$ cat config.mk
export PLATFORM = sky130hd
export DESIGN_NAME = serial_adder_flat
export DESIGN_NICKNAME = d
export VERILOG_FILES = /design/src/rtl/serial_adder_if.sv /design/src/rtl/serial_adder.sv /design/src/flat_wrapper.sv
export SDC_FILE = /design/constraint.sdc
export NUM_CORES = 1
export LEC_CHECK = 0
export ABC_CLOCK_PERIOD_IN_PS = 2400
export CORE_MARGIN = 2
export CORE_UTILIZATION = 35
export DETAILED_ROUTE_END_ITERATION = 8
export GPL_TIMING_DRIVEN = 1
export PLACE_DENSITY = 0.58
export SYNTH_ARGS = -nofsm -noshare
export SYNTH_HDL_FRONTEND = slang
export SYNTH_SLANG_ARGS = --single-unit
$ cat constraint.sdc
create_clock -name clk -period 2.4 [get_ports clk]
set_input_delay 0.48 -clock clk [delete_from_list [all_inputs] [get_ports clk]]
set_output_delay 0.48 -clock clk [all_outputs]
set_load 0.05 [all_outputs]
$ cat src/rtl/serial_adder_if.sv
// Handshake bundle for serial_adder: an operand channel (a, b, cin) and a
// result channel (sum, cout).
//
// Both channels use the same valid/ready rule: a transfer happens on a rising
// clock edge where valid and ready are both 1. The producer holds its payload
// stable while valid is high and ready is low. The consumer may drive ready
// without waiting for valid.
interface serial_adder_if #(
   parameter int WIDTH = 8
);
   logic             in_valid;
   logic             in_ready;
   logic [WIDTH-1:0] a;
   logic [WIDTH-1:0] b;
   logic             cin;
   logic             out_valid;
   logic             out_ready;
   logic [WIDTH-1:0] sum;
   logic             cout;

   // Upstream/downstream environment side.
   modport master (
      output in_valid, a, b, cin, out_ready,
      input  in_ready, out_valid, sum, cout
   );

   // Adder side.
   modport slave (
      input  in_valid, a, b, cin, out_ready,
      output in_ready, out_valid, sum, cout
   );
endinterface

$ cat src/rtl/serial_adder.sv
// Bit-serial WIDTH-bit adder. A single full_adder cell and a carry flop add
// the operands LSB-first, one bit per clock. The registered {cout,sum} is
// offered on the result channel until downstream takes it.

// One-bit full adder cell.
module full_adder (
   input  logic a,
   input  logic b,
   input  logic c,
   output logic s,
   output logic cout
);
   assign s    = a ^ b ^ c;
   assign cout = (a & b) | (a & c) | (b & c);
endmodule

module serial_adder #(
   parameter int WIDTH = 8
) (
   input  logic                 clk,
   input  logic                 rst_n,
   serial_adder_if.slave        bus,
   output logic [1:0]           o_state
);
   localparam int CW = $clog2(WIDTH) + 1;

   typedef enum logic [1:0] {
      S_IDLE = 2'd0,
      S_RUN  = 2'd1,
      S_DONE = 2'd2
   } state_t;

   state_t           r_state;
   state_t           w_next;
   logic [WIDTH-1:0] r_a_sh;
   logic [WIDTH-1:0] r_b_sh;
   logic [WIDTH-1:0] r_acc_sh;
   logic [WIDTH-1:0] r_sum;
   logic             r_carry;
   logic             r_cout;
   logic [CW-1:0]    r_cnt;
   logic             w_s;
   logic             w_c;
   logic             w_load;
   logic             w_step;
   logic             w_last;
   logic             w_in_ready;
   logic             w_out_valid;
   logic [WIDTH-1:0] w_acc_next;

   full_adder u_fa (
      .a    (r_a_sh[0]),
      .b    (r_b_sh[0]),
      .c    (r_carry),
      .s    (w_s),
      .cout (w_c)
   );

   // The new sum bit enters at the MSB, so after WIDTH steps bit 0 sits at the LSB.
   generate
      if (WIDTH == 1) begin : g_acc_w1
         assign w_acc_next = w_s;
      end else begin : g_acc_wn
         assign w_acc_next = {w_s, r_acc_sh[WIDTH-1:1]};
      end
   endgenerate

   assign w_last = (r_cnt == CW'(WIDTH - 1));

   // Next-state and handshake decode. Ready and valid come from different
   // states, so they are never high together.
   always_comb begin
      w_next      = r_state;
      w_in_ready  = 1'b0;
      w_out_valid = 1'b0;
      w_load      = 1'b0;
      w_step      = 1'b0;
      case (r_state)
         S_IDLE: begin
            w_in_ready = 1'b1;
            if (bus.in_valid) begin
               w_load = 1'b1;
               w_next = S_RUN;
            end
         end
         S_RUN: begin
            w_step = 1'b1;
            if (w_last) begin
               w_next = S_DONE;
            end
         end
         S_DONE: begin
            w_out_valid = 1'b1;
            if (bus.out_ready) begin
               w_next = S_IDLE;
            end
         end
         default: w_next = S_IDLE;
      endcase
   end

   // State register; reset aborts any in-flight add.
   always_ff @(posedge clk or negedge rst_n) begin
      if (!rst_n) begin
         r_state <= S_IDLE;
      end else begin
         r_state <= w_next;
      end
   end

   // Operand shifters, carry and bit counter: loaded on accept, stepped in RUN.
   always_ff @(posedge clk or negedge rst_n) begin
      if (!rst_n) begin
         r_a_sh   <= '0;
         r_b_sh   <= '0;
         r_acc_sh <= '0;
         r_carry  <= 1'b0;
         r_cnt    <= '0;
      end else if (w_load) begin
         r_a_sh  <= bus.a;
         r_b_sh  <= bus.b;
         r_carry <= bus.cin;
         r_cnt   <= '0;
      end else if (w_step) begin
         r_a_sh   <= r_a_sh >> 1;
         r_b_sh   <= r_b_sh >> 1;
         r_acc_sh <= w_acc_next;
         r_carry  <= w_c;
         r_cnt    <= r_cnt + CW'(1);
      end
   end

   // Result registers; they change only when the final bit completes.
   always_ff @(posedge clk or negedge rst_n) begin
      if (!rst_n) begin
         r_sum  <= '0;
         r_cout <= 1'b0;
      end else if (w_step && w_last) begin
         r_sum  <= w_acc_next;
         r_cout <= w_c;
      end
   end

   assign bus.in_ready  = w_in_ready;
   assign bus.out_valid = w_out_valid;
   assign bus.sum       = r_sum;
   assign bus.cout      = r_cout;
   assign o_state       = r_state;
endmodule

$ cat src/flat_wrapper.sv
// flat-port wrapper written by rule: the top's interface ports become plain ports
module serial_adder_flat 
#(
   parameter int WIDTH = 8
)
  (clk, rst_n, o_state, bus_in_valid, bus_a, bus_b, bus_cin, bus_out_ready, bus_in_ready, bus_out_valid, bus_sum, bus_cout);
  serial_adder_if #(.WIDTH(WIDTH)) bus_i ();
  input  logic clk;
  input  logic rst_n;
  output logic [1:0] o_state;
  input wire logic [$bits(bus_i.in_valid)-1:0] bus_in_valid;
  input wire logic [$bits(bus_i.a)-1:0] bus_a;
  input wire logic [$bits(bus_i.b)-1:0] bus_b;
  input wire logic [$bits(bus_i.cin)-1:0] bus_cin;
  input wire logic [$bits(bus_i.out_ready)-1:0] bus_out_ready;
  output wire logic [$bits(bus_i.in_ready)-1:0] bus_in_ready;
  output wire logic [$bits(bus_i.out_valid)-1:0] bus_out_valid;
  output wire logic [$bits(bus_i.sum)-1:0] bus_sum;
  output wire logic [$bits(bus_i.cout)-1:0] bus_cout;
  assign bus_i.in_valid = bus_in_valid;
  assign bus_i.a = bus_a;
  assign bus_i.b = bus_b;
  assign bus_i.cin = bus_cin;
  assign bus_i.out_ready = bus_out_ready;
  assign bus_in_ready = bus_i.in_ready;
  assign bus_out_valid = bus_i.out_valid;
  assign bus_sum = bus_i.sum;
  assign bus_cout = bus_i.cout;
  serial_adder #(.WIDTH(WIDTH)) u_core (.clk(clk), .rst_n(rst_n), .bus(bus_i), .o_state(o_state));
endmodule
Run 1, cells by drive strength:
Scale bar: 20 um.
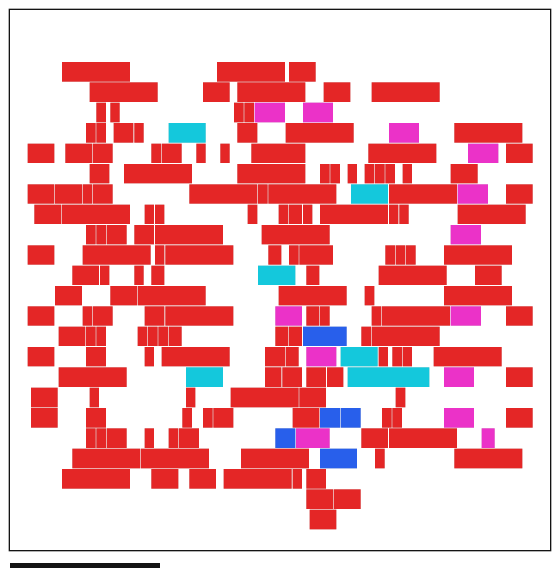
[x6 and larger] cyan | cells: 6 | share: 3.2% | most used: clkbuf_8
[x2] magenta | cells: 13 | share: 6.9% | most used: mux2_2
[x1 and smaller] red | cells: 165 | share: 87% | most used: nand2_1
[x3 and x4] blue | cells: 5 | share: 2.6% | most used: buf_4
post-route design area: 2120 sq um
min setup slack post-route: 0.0780 ns
Area growth syn-to-layout: 30.1%
number of ordinary and repair buffers in the finished layout: 36

Run 1, sequential cells grouped by signal name:
Scale bar: 20 um. Other sequential cells in the stronger gray, the rest of the logic in the fainter gray.
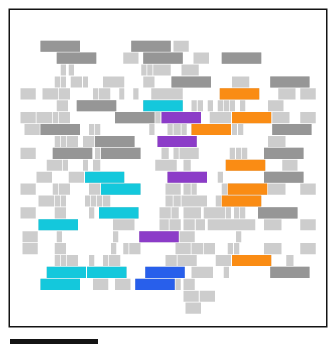
[u_core.r_a_sh] cyan | sequential cells: 8
[u_core.o_state] blue | sequential cells: 2
[u_core.r_cnt] purple | sequential cells: 4 | where: middle
[u_core.r_acc_sh] orange | sequential cells: 7 | where: right middle
not colored: 18
fraction of area in registers: 46.1%
core utilization of the finished layout: 48.0%

==> summary.rpt, run 1 <==
======================================================================================
GR Layer Usage met3                                                              4.31%
Number of gates resized after CTS                                                    0
Share of layout cells above drive strength 1                                     12.7%
Max Freq                                                                       431 MHz
Top cell type by total area after synthesis                               sky130_fd_sc_hd__dfrtp_1
Dominant logic cell types in the final layout                             sky130_fd_sc_hd__nand2_1 (59), sky130_fd_sc_hd__dfrtp_1 (39), sky130_fd_sc_hd__clkdlybuf4s50_1 (32)
# rows                                                                              24
Count of yosys warnings during synthesis                                             0
First-pass detailed-route iteration total                                            4
Post-synth net total                                                               176
Clock sink total                                                                    39
Total instance count after detailed placement                                      234
Met2 usage                                                                       24.0%
Detail-routed via count per cell                                                  5.12
Uppermost metal layer occupied by signal nets                                     met4
Status                                                                       completed
Insertion delay to the later sink of the worst-skew pair                       0.28 ns
Total setup buffers inserted after CTS                                               0
Top cells by area                                                         sky130_fd_sc_hd__dfrtp_1 (60%), sky130_fd_sc_hd__nand2_1 (14%), sky130_fd_sc_hd__a22oi_1 (6.9%)
Wire length after detailed routing                                             3170 um
Clock tree root buffer cell                                               sky130_fd_sc_hd__clkbuf_8
Global Route Usage Sum                                                           13.6%
Placed cell areas                                                           2020 sq um
Number of buffers inserted for hold repair after clock tree synthesis                0
Data required time of the critical path                                        1.92 ns
Antenna cells                                                                        0
Non-filler cells, final                                                            241
Cell Pwr Density                                                          1360 nW/um^2
Count of distinct cell types in the synthesized netlist                             23
Yosys synthesis chip area                                                   1630 sq um
Static Leakage                                                                 1.02 nW
Via count of the first global-routing pass                                        1217
Io pins                                                                             34
Top cell excl fill/tap                                                    sky130_fd_sc_hd__nand2_1
Biggest fanout along the worst timing path                                           7
Category of the critical setup timing path                                     reg2out
Number of antenna violations at the first check in global routing                    0
M1 wire length                                                                 1340 um
Clock period minus final worst setup slack                                     2.32 ns
Pwr Total                                                                    0.00288 W
Global routing's busiest layer                                                    met2
Maximum number of pins on one net before global-route repair                        40
Residual antenna-violating net count after detailed routing                          0
Fp util                                                                          36.9%
Post-Synthesis Cell Area                                                    1630 sq um
Worst Tran Pin Value                                                          0.855 ns
Worst slew margin relative to its limit                                          43.0%
Nets                                                                               212
Routed vias                                                                       1233
Setup repair after global routing missed its margin                                 no
Weighted congestion reported at the end of routability-driven placement          0.730
Clock slew at the register clock pins of the worst setup and hold paths        0.07 ns
Share of the yosys chip area belonging to registers                              60.0%
Class of the tightest hold or removal check                                   in2async
Clock buffers created by TritonCTS                                                   5
======================================================================================
Run 1, clock nets:
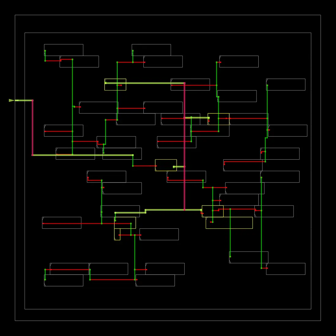
count of clock-net buffers in the final layout: 6
FF+latch count: 39

==> run 1: state kept, by name, indices dropped and copies added (netlist names) <==
signal / flops
u_core.bus.sum: 8
u_core.r_a_sh: 8
u_core.r_b_sh: 8
u_core.r_acc_sh: 7
u_core.r_cnt: 4
u_core.o_state: 2
u_core.bus.cout: 1
u_core.r_carry: 1
==> run 1: path summary, 6_finish.rpt <==
| path | end | startpoint | depth (start not counted) | slack, ns |
|---|---|---|---|---|
| max in group asynchronous | u_core.r_a_sh[6] | rst_n | 1 | 1.56 |
| min in group clk | u_core.r_acc_sh[1] | u_core.r_acc_sh[1] | 2 | 0.47 |
| worst max register to register | u_core.bus.sum[0] | u_core.o_state[0] | 3 | 0.72 |
| worst min register to register | u_core.r_acc_sh[1] | u_core.r_acc_sh[1] | 2 | 0.47 |
| worst min-delay path | u_core.bus.sum[0] | rst_n | 1 | 0.30 |
| worst max-delay path | bus_out_valid | u_core.o_state[0] | 2 | 0.08 |
==> run 1: final cells by class <==
cell class / count / area share [%]
Tap cell: 52 / 3.07
Clock inverter: 1 / 1.42
Clock buffer: 6 / 3.43
Timing Repair Buffer: 36 / 16.4
Inverter: 1 / 0.177
Multi-Input combinational cell: 106 / 29.4
Sequential cell: 39 / 46.1
==> run 1: kinds of logic after synthesis <==
family	count (synthesis)	synth area share [%]
multiplexers	9	6.23
AND-OR/OR-AND	27	11.8
adder cells (fa/ha/maj)	2	2.00
AND/OR/NAND/NOR	68	18.0
flip-flops	39	60.0
buffers and inverters	8	2.07
==> run 1: power by group <==
part / switching [W] / leakage [nW] / total, W / internal (W)
Combinational: 0.000754 / 0.464 / 0.00124 / 0.000487
Clock: 0.000212 / 0.0513 / 0.000516 / 0.000305
Sequential: 0.000187 / 0.500 / 0.00112 / 0.000934
Total: 0.00115 / 1.02 / 0.00288 / 0.00173
==> run 1: worst max-delay path, cell delays in order, from the launching register on <==
cell,delay [ns]
sky130_fd_sc_hd__dfrtp_1,0.48
sky130_fd_sc_hd__and2b_1,0.27
sky130_fd_sc_hd__clkdlybuf4s50_1,0.81
==> run 1: synthesized netlist by cell type <==
library cell,instances
sky130_fd_sc_hd__clkbuf_1,4
sky130_fd_sc_hd__o21ba_2,1
sky130_fd_sc_hd__nand2b_1,1
sky130_fd_sc_hd__buf_2,3
sky130_fd_sc_hd__a22oi_1,15
sky130_fd_sc_hd__dfrtp_1,39
sky130_fd_sc_hd__nor3_1,1
sky130_fd_sc_hd__nor3_4,1
sky130_fd_sc_hd__mux2_2,9
sky130_fd_sc_hd__inv_1,1
sky130_fd_sc_hd__nor3b_1,1
sky130_fd_sc_hd__nand3_1,1
sky130_fd_sc_hd__nor2b_1,1
sky130_fd_sc_hd__o21ai_0,6
sky130_fd_sc_hd__and2b_1,1
sky130_fd_sc_hd__fa_1,1
sky130_fd_sc_hd__nand2_1,59
sky130_fd_sc_hd__o21bai_2,1
sky130_fd_sc_hd__ha_1,1
sky130_fd_sc_hd__a21oi_1,1
sky130_fd_sc_hd__a21o_1,3
sky130_fd_sc_hd__nor2_1,1
sky130_fd_sc_hd__nand2b_4,1
==> run 2, diff against run 1 <==
--- a/config.mk
+++ b/config.mk
@@ -7,10 +7,9 @@
 export LEC_CHECK = 0
 export ABC_CLOCK_PERIOD_IN_PS = 2400
 export CORE_MARGIN = 2
-export CORE_UTILIZATION = 35
+export CORE_UTILIZATION = 53
 export DETAILED_ROUTE_END_ITERATION = 8
-export GPL_TIMING_DRIVEN = 1
-export PLACE_DENSITY = 0.58
+export PLACE_DENSITY = 0.82
 export SYNTH_ARGS = -nofsm -noshare
 export SYNTH_HDL_FRONTEND = slang
 export SYNTH_SLANG_ARGS = --single-unit
Run 2, sequential cells grouped by signal name:
Scale bar: 20 um. Other sequential cells in the stronger gray, the rest of the logic in the fainter gray.
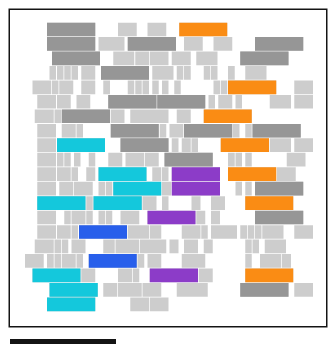
[u_core.r_a_sh] cyan | sequential cells: 8
[u_core.o_state] blue | sequential cells: 2
[u_core.r_cnt] purple | sequential cells: 4
[u_core.r_acc_sh] orange | sequential cells: 7
area taken by flip-flops and latches: 976 sq um
power drawn by the sequential cells: 0.00113 W
core utilization of the finished layout: 69.3%
fraction of area in registers: 47.3%

Run 2, cells by drive strength:
Scale bar: 20 um.
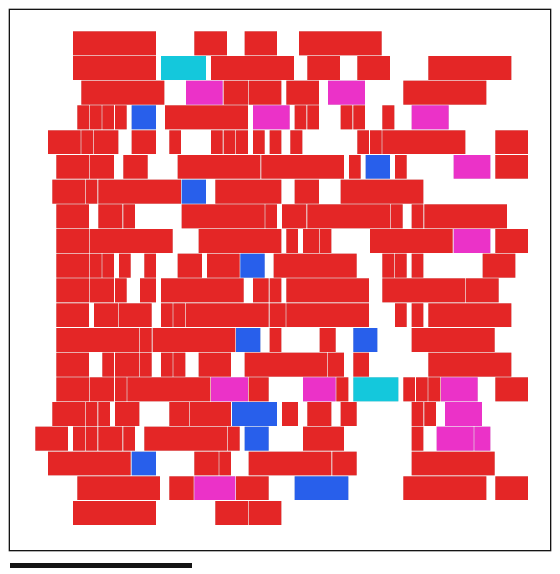
[x2] magenta | cells: 13 | share: 6.8% | most used: mux2_2
[x6 and larger] cyan | cells: 2 | share: 1.1% | most used: clkbuf_8
[x3 and x4] blue | cells: 10 | share: 5.3% | most used: clkbuf_4
[x1 and smaller] red | cells: 165 | share: 87% | most used: nand2_1

==> run 2 against run 1 <==
Global-route usage rose by 7.2 points. Count of clock-buffer cells in the layout rose by 2. Combinational power barely moved. First-iteration DRC count fell by 25%. Critical path type unchanged. Critical endpoint is now bus_in_ready. Largest cell class unchanged.
==> summary.rpt, run 2 <==
======================================================================================
Weighted congestion reported at the end of routability-driven placement          0.712   -2.6%
Maximum number of pins on one net before global-route repair                        40   unchanged
Placed cell areas                                                           1990 sq um   -1.2%
Max Freq                                                                       432 MHz   +0.21%
Most common cell in the netlist                                           sky130_fd_sc_hd__nand2_1
Clock sink total                                                                    39   unchanged
Synth async-reset ratio                                                           100%   unchanged
Yosys synthesis chip area                                                   1630 sq um   unchanged
Area growth syn-to-layout                                                        26.7%
Count of distinct cell types in the synthesized netlist                             23   unchanged
EDFF count, synth                                                                    0   unchanged
Number of gates resized after CTS                                                    0   unchanged
Antenna cells                                                                        0   unchanged
Clock period minus final worst setup slack                                     2.32 ns   -0.00491 ns
Top cells by area                                                         sky130_fd_sc_hd__dfrtp_1 (60%), sky130_fd_sc_hd__nand2_1 (14%), sky130_fd_sc_hd__a22oi_1 (6.9%)
Io pins                                                                             34   unchanged
Setup repair after global routing missed its margin                                 no
Data required time of the critical path                                        1.92 ns   about the same
Post-Synthesis Cell Area                                                    1630 sq um   unchanged
Count of yosys warnings during synthesis                                             0   unchanged
Class of the tightest hold or removal check                                   in2async
Most frequent cells after synthesis                                       sky130_fd_sc_hd__nand2_1 (59), sky130_fd_sc_hd__dfrtp_1 (39), sky130_fd_sc_hd__a22oi_1 (15)
Status                                                                       completed
Clock buffers created by TritonCTS                                                   5   unchanged
Via count of the first global-routing pass                                        1259   +3.5%
Clock slew at the register clock pins of the worst setup and hold paths        0.11 ns   +0.04 ns
Number of buffers inserted for hold repair after clock tree synthesis                0   unchanged
Biggest fanout along the worst timing path                                           7   unchanged
First-pass detailed-route iteration total                                            4   unchanged
Fp util                                                                          54.7%   +18 points
Total setup buffers inserted after CTS                                               0   unchanged
Worst slew margin relative to its limit                                          44.5%   +1.6 points
Residual antenna-violating net count after detailed routing                          0   unchanged
Reg-to-reg endpoint                                                       u_core.bus.cout
# rows                                                                              20   -17%
Min setup slack post-route                                                   0.0829 ns   +0.00491 ns
Nets                                                                               212   unchanged
Detail-routed via count per cell                                                  5.48   +7.1%
Global Route Usage Sum                                                           20.7%   +7.2 points
Cell breakdown of the critical path                                       nor2_1 -> clkdlybuf4s50_1
Non-filler cells, final                                                            223   -7.5%
Total instance count after detailed placement                                      215   -8.1%
FF-to-FF Start                                                            u_core.o_state[1]
Post-synth net total                                                               176   unchanged
Dominant register cell in the synthesized netlist                         sky130_fd_sc_hd__dfrtp_1
Share of layout cells above drive strength 1                                     13.2%   +0.46 points
Number of antenna violations at the first check in global routing                    0   unchanged
Static Leakage                                                                 1.02 nW   +0.57%
Crit path launch                                                          u_core.o_state[0]
Internal power                                                               0.00159 W   -7.7%
======================================================================================
Run 2, clock distribution:
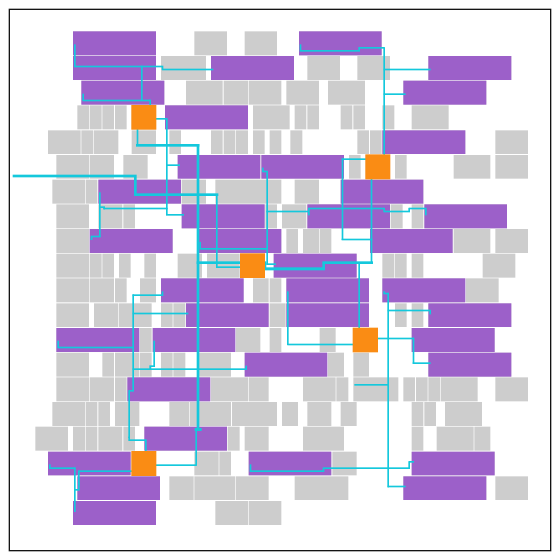
[clock-net drivers] orange | count: 5
[clock wires] cyan | length: 421 um
[flip-flops] purple | count: 39
flops lie: widely spread
routed clock nets: 6

-- run 2: netlist changes by cell type in the layout (fill, tap and decap cells not counted) --
cell / previous run / this run
sky130_fd_sc_hd__clkbuf_8: 5 / 2
sky130_fd_sc_hd__dlymetal6s2s_1: 0 / 1
sky130_fd_sc_hd__bufinv_16: 1 / 0
sky130_fd_sc_hd__clkbuf_4: 0 / 5
sky130_fd_sc_hd__clkdlybuf4s50_1: 32 / 31
-- run 2: worst reg2reg max path: cells and delay by family (launching register included) --
kind             cells  cell delay (ns)
muxes                1             0.40
DFF                  1             0.46
and+or+nand+nor      2             0.74
-- run 2: cell type report --
class	instances	area, sq um	share of cell area, %
well taps	33	41.3	2.00
repair buffers	36	350	17.0
clock buffers	8	68.8	3.34
multi-input cells	106	623	30.2
flip-flops and latches	39	976	47.3
inverters	1	3.75	0.182
-- run 2: how the worst max path moves through the flow --
stage	to	slack (ns)	cells after the start
floorplan	bus_in_ready	0.55	1
global placement	bus_out_valid	0.44	2
detailed placement	bus_out_valid	0.41	2
CTS	bus_out_valid	0.02	2
global route	bus_in_ready	0.02	2
finish	bus_in_ready	0.08	2
-- run 2: metal layers --
| layer | share of wire (%) | track usage (%) | up-vias | routed length [um] |
|---|---|---|---|---|
| met5 | 0 | 0 | - | 0 |
| met4 | 1.5 | 11.0 | 0 | 47 |
| met3 | 4.0 | 4.15 | 5 | 128 |
| li1 | - | - | 586 | - |
| met1 | 43 | 23.2 | 598 | 1380 |
| met2 | 51 | 36.7 | 33 | 1660 |
-- run 2: stage by stage --
stage | util [%] | total power, W
floorplan | - | 0.00199
global placement | 66.9 | 0.00233
detailed placement | 66.9 | 0.00241
CTS | 69.2 | 0.00279
global route | 69.3 | 0.00295
finish | 69.3 | 0.00276
-- run 2: cells by family (layout without fill, tap and decap cells) --
logic type / after synthesis / count (layout) / synth area share (%)
flip-flops: 39 / 39 / 60.0
buffers and inverters: 8 / 45 / 2.07
adder cells (fa/ha/maj): 2 / 2 / 2.00
multiplexers: 9 / 9 / 6.23
AND/OR/NAND/NOR: 68 / 68 / 18.0
AND-OR/OR-AND: 27 / 27 / 11.8
-- run 2: power by group through the flow --
stage,logic [W],clock network (W),registers (W)
after CTS,0.00127,0.000386,0.00113
after detailed placement,0.00127,0,0.00114
final,0.00126,0.000376,0.00113
after floorplan,0.000642,0,0.00135
after global routing,0.00137,0.000414,0.00116
after global placement,0.00122,0,0.00111
No activity file was given, so power comes from the tool's default toggle rates.
